## src/rtl/cpu_ifetch.sv

```systemverilog
`default_nettype none
// +----------------------------------------------------------------------+
// | Module      : cpu_ifetch                                             |
// | Description : Instruction fetch stage. Issues memory requests,       |
// |               absorbs wait states and decode stalls, handles         |
// |               redirect flushes and drives the IF/ID register.        |
// | Revision    : 1.0  initial release                                   |
// +----------------------------------------------------------------------+
module cpu_ifetch #(
  parameter logic [31:0] NOP_INST = 32'h0000_0000
) (
  input  logic        clk,
  input  logic        reset,
  input  logic [31:0] PC,
  output logic        pc_hold,
  input  logic        stall,
  input  logic        flush,
  output logic        imem_req,
  output logic [31:0] imem_addr,
  input  logic        imem_ready,
  input  logic [31:0] imem_rdata,
  output logic [31:0] IF_ID_inst,
  output logic [31:0] IF_ID_PC4,
  output logic        IF_ID_valid
);

  typedef enum logic [1:0] {
    S_FETCH = 2'd0,
    S_WAIT  = 2'd1,
    S_HELD  = 2'd2
  } state_t;

  state_t      state;
  state_t      state_n;
  logic        discard;
  logic        discard_n;
  logic [31:0] addr_q;
  logic [31:0] buf_q;
  logic [31:0] buf_addr_q;

  logic        load;
  logic        capture;
  logic [31:0] src_addr;
  logic [31:0] src_data;

  // State register: FSM state and the drop-the-late-word flag.
  always_ff @(posedge clk) begin
    if (reset) begin
      state   <= S_FETCH;
      discard <= 1'b0;
    end else begin
      state   <= state_n;
      discard <= discard_n;
    end
  end

  // Next-state decode, memory request outputs and load/capture strobes.
  always_comb begin
    state_n   = state;
    discard_n = discard;
    load      = 1'b0;
    capture   = 1'b0;
    imem_req  = 1'b0;
    imem_addr = addr_q;
    src_addr  = addr_q;
    src_data  = imem_rdata;
    case (state)
      S_FETCH: begin
        imem_req  = 1'b1;
        imem_addr = PC;
        src_addr  = PC;
        if (imem_ready) begin
          if (!flush && !stall) begin
            load = 1'b1;
          end else if (!flush) begin
            capture = 1'b1;
            state_n = S_HELD;
          end
        end else begin
          state_n   = S_WAIT;
          discard_n = flush;
        end
      end
      S_WAIT: begin
        // The outstanding request stays up until memory answers, even when
        // its data is already known to be stale.
        imem_req  = 1'b1;
        imem_addr = addr_q;
        src_addr  = addr_q;
        if (imem_ready) begin
          if (flush || discard) begin
            state_n   = S_FETCH;
            discard_n = 1'b0;
          end else if (stall) begin
            capture = 1'b1;
            state_n = S_HELD;
          end else begin
            load    = 1'b1;
            state_n = S_FETCH;
          end
        end else begin
          discard_n = discard | flush;
        end
      end
      S_HELD: begin
        src_addr = buf_addr_q;
        src_data = buf_q;
        if (flush) begin
          state_n = S_FETCH;
        end else if (!stall) begin
          load    = 1'b1;
          state_n = S_FETCH;
        end
      end
      default: begin
        state_n = S_FETCH;
      end
    endcase
    if (reset) begin
      imem_req = 1'b0;
      load     = 1'b0;
    end
    // PC moves once per delivered instruction and once per redirect.
    pc_hold = reset | (~load & ~flush);
  end

  // Datapath: fetch address latch, stall buffer and the IF/ID register.
  always_ff @(posedge clk) begin
    if (reset) begin
      addr_q      <= 32'd0;
      buf_q       <= 32'd0;
      buf_addr_q  <= 32'd0;
      IF_ID_inst  <= NOP_INST;
      IF_ID_PC4   <= 32'd0;
      IF_ID_valid <= 1'b0;
    end else begin
      if (state == S_FETCH) begin
        addr_q <= PC;
      end
      if (capture) begin
        buf_q      <= imem_rdata;
        buf_addr_q <= src_addr;
      end
      if (flush) begin
        IF_ID_inst  <= NOP_INST;
        IF_ID_valid <= 1'b0;
      end else if (load) begin
        IF_ID_inst  <= src_data;
        // Supervisor bit is kept; only the low 31 bits increment and wrap.
        IF_ID_PC4   <= {src_addr[31], src_addr[30:0] + 31'd4};
        IF_ID_valid <= 1'b1;
      end
    end
  end

endmodule
`default_nettype wire

```

## config.mk

```make
export PLATFORM = sky130hd
export DESIGN_NAME = cpu_ifetch
export DESIGN_NICKNAME = d
export VERILOG_FILES = /design/src/rtl/cpu_ifetch.sv
export SDC_FILE = /design/constraint.sdc
export NUM_CORES = 1
export LEC_CHECK = 0
export CAP_MARGIN = 20
export CORE_MARGIN = 1.5
export CORE_UTILIZATION = 51
export DETAILED_ROUTE_END_ITERATION = 10
export PLACE_DENSITY = 0.81
export SLEW_MARGIN = 10
export SYNTH_ARGS = -nofsm -noshare
export SYNTH_HDL_FRONTEND = slang
export SYNTH_SLANG_ARGS = --single-unit
```

## constraint.sdc

```tcl
create_clock -name clk -period 3 [get_ports clk]
set_input_delay 0.6 -clock clk [delete_from_list [all_inputs] [get_ports clk]]
set_output_delay 0.6 -clock clk [all_outputs]
set_load 0.02 [all_outputs]
```

wires.png
(2 px per µm)
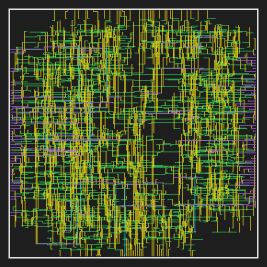
| colour | layer | wire length |
|---|---|---|
| purple | metal 3 | 1210 µm |
| yellow | metal 2 | 8840 µm |
| green | metal 1 | 8050 µm |
| cyan | metal 4 | 252 µm |

clocks.png
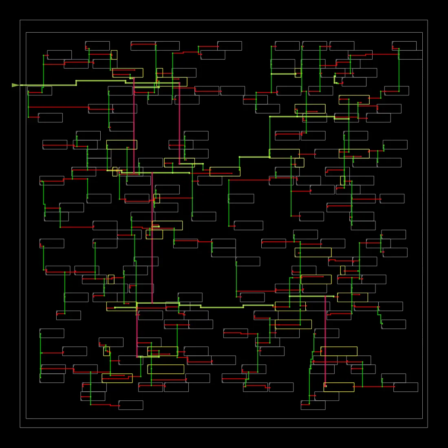
Clock Skews: 9.92 ps
number of buffers created by CTS: 17
num sequential: 164

layer_met3.png
(4 px per µm)
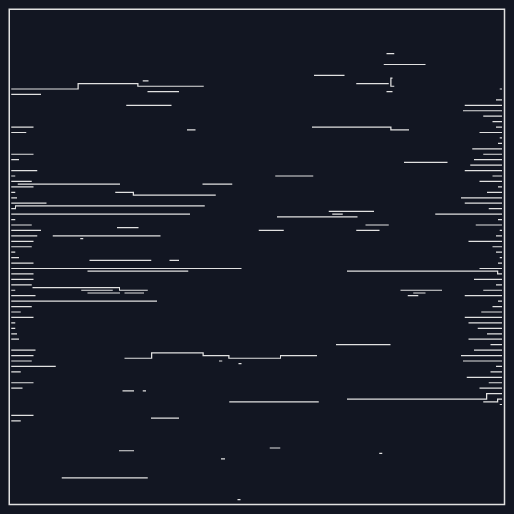
main direction: horizontal
wire length on this layer: 1210 µm

logic_types.png
(2 px per µm)
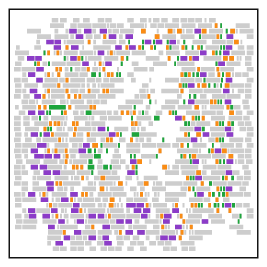
| colour | family | cells |
|---|---|---|
| green | nand cells | 126 |
| orange | aoi and oai cells | 165 |
| purple | mux cells | 113 |

clk_routes.png
(4 px per µm)
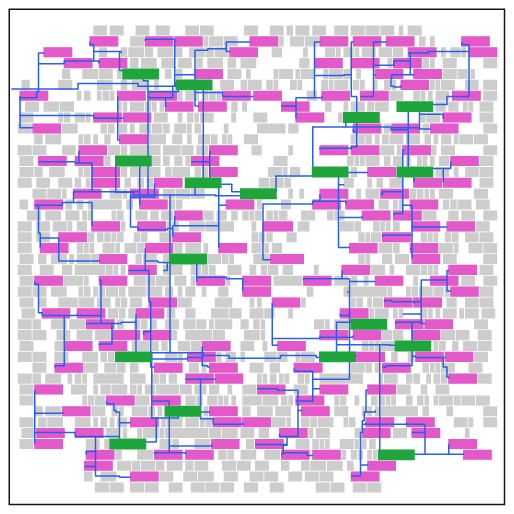
[magenta] flip-flops | count: 164
[green] clock drivers | count: 17
[blue] clock wires | length: 1850 µm
routed clock nets: 18
flops lie: spread over the die
share of total power in the clock network: 41.9%
Worst-Skew Late Latency: 430 ps
Clock net power: 2.25 mW

==> CHANGELOG.md <==
### Metrics

* Status: finished, final reports clean
* Worst Path Required at 2400 ps
* P per Cell Area at 544 mW/mm²
* Count of instances resized after the clock tree is built at 0
* FF-to-FF Start: state[1]
* Longest individual stage delay on the worst path at 660 ps
* Global-route wire length before repair at approximately 30 mm
* Site row count at 43
* Global router's overall resource usage at 25.2%
* Floorplan-stage core utilization at between 50% and 60%
* Min-Delay Path Depth at 2
* Clock period minus final worst setup slack at 2970 ps
* Relative contribution of sequential cells to total power at 43.1%
* Synthesis-stage register bit count at between 150 and 200
* Post-detailed-routing wire length at ~18 mm
* Initial DRC count at between 300 and 400
* Synth-to-Final Area Change at 33.5%
* Class of the tightest hold or removal check: flip-flop to flip-flop
* Sw Pwr at 1.31 mW
* Hold path startpoint: IF_ID_valid
* Floorplan core area at 0.0140 mm²
* Clock tree from TritonCTS: yes
* Most used logic cell in the final layout: sky130_fd_sc_hd__clkdlybuf4s50_1
* Termination of the worst setup path: pc_hold
* Unique cell type count in the Yosys netlist at approximately 40
* Topmost layer with routed signal wires: met4
* Total Nets Final at approximately 1100
* Overall die height at about 120 µm
* Most frequently placed logic cells in the final layout: sky130_fd_sc_hd__clkdlybuf4s50_1, sky130_fd_sc_hd__dfxtp_1, sky130_fd_sc_hd__nand2_1, sky130_fd_sc_hd__nor2_1, sky130_fd_sc_hd__a21oi_1
* Power Combinational at between 0.8 and 0.9 mW
* Final number of setup-violating endpoints at 0
* Share of flip-flops with an asynchronous set or reset at 0%
* Clock sink count at 164
* Endpoint of the worst hold-timing path: IF_ID_valid
* Met1 Routed Length at 8.05 mm
* Detailed placer's ending HPWL at 12.5 mm
* Max-Cap Viols at 0
* EDFF count, synth at 0
* Max Transition Viols Final at 0
* Final number of hold-violating endpoints at 0
* Busiest layer in global routing: met2
* Mean cell area of the mapped netlist at around 8.9 µm²
* Routed met2 length at 8.84 mm
* H-tree lvl count at 4
* Routed met3 length at approximately 1.2 mm
* Sum of internal, switching and leakage power at 5.37 mW
* Largest net degree at the start of global routing at 92
* Overflow left after global routing at 0
* Area of the mapped netlist at 0.00740 mm²
* Count of placed standard cells including taps at about 1100
* Comb pwr share at 15.0%
* Critical path type: input port to primary output
* Synthesis warning total at 0
* Post-synth area from yosys stat at 0.00740 mm²
* Average wire per standard cell at 15.6 µm
* CTS root buf: sky130_fd_sc_hd__clkbuf_16
* Number of placed I/O pins at 168
* Worst slew margin relative to its limit at 42.3%
* Post-CTS setup repair buffer count at 0
* Fraction of final layout cells sized beyond drive strength 1 at 13.4%
* Worst EP arrival at around 2400 ps
* Worst hold margin at 445 ps
* Vias after detailed routing at approximately 6300
* Sum of negative setup slack at 0 ps
* Standby leakage power at roughly 3.8 nW
* Worst reg2reg setup slack at roughly 350 ps
* Number of vias per cell after detailed routing at 5.37
* Number of global-route vias before repair at 6124
* Crit. Startpoint: imem_ready
* Die ar. at approximately 0.015 mm²
* Antenna violation net count after detailed routing at 0
* Unrepaired setup endpoints after global routing: no
* Switching share of power at roughly a quarter
* Clock transition at the register clock pins on the worst setup and hold paths after CTS at 60 ps
* GRT met2 Usage at 42.9%
-- layout make-up --
| class | instances | area, µm² |
|---|---|---|
| Tap cell | 180 | 225 |
| Clock inverter | 11 | 158 |
| Multi-Input combinational cell | 597 | 3800 |
| Sequential cell | 164 | 3290 |
| Fill cell | 1095 | 4170 |
| Inverter | 5 | 18.8 |
| Clock buffer | 21 | 450 |
| Timing Repair Buffer | 198 | 1940 |
-- Yosys cell counts, drive strengths merged, types with 11 or more instances --
cell / instances / area share [%]
and2: 33 / 2.8
mux2: 49 / 7.5
clkbuf: 39 / 2.0
xnor2: 11 / 1.3
nor4: 11 / 2.0
xor2: 16 / 1.9
o21ai: 44 / 3.0
nand3: 15 / 1.1
buf: 24 / 2.4
mux2i: 64 / 8.8
dfxtp: 164 / 44
nor2: 101 / 5.1
nor3: 11 / 0.90
a211oi: 27 / 2.7
nand2: 104 / 5.3
a21oi: 94 / 6.4
-- sequential cells by signal, indices dropped and copies added (netlist names) --
| signal | cells |
|---|---|
| IF_ID_valid | 1 |
| IF_ID_PC4 | 32 |
| state | 2 |
| IF_ID_inst | 32 |
| addr_q | 32 |
| buf_q | 32 |
| discard | 1 |
| buf_addr_q | 32 |
-- logic make-up after synthesis --
logic type | Yosys count | share of synthesized area (%)
AND/OR/NAND/NOR | 289 | 19.0
AND-OR/OR-AND | 167 | 12.3
flip-flops | 164 | 44.4
multiplexers | 113 | 16.3
buffers and inverters | 68 | 4.63
XOR/XNOR | 27 | 3.20
adder cells (fa/ha/maj) | 1 | 0.169
-- through the flow --
step	instance area (µm²)	utilization (%)	setup slack [ps]
after floorplan	7400	-	590
after global placement	9260	65.9	87.3
after detailed placement	9260	65.9	68.5
after CTS	9860	70.2	33.8
after global routing	9870	70.3	3.05
final	9870	70.3	34.8
Power and IR drop assume default switching activity.
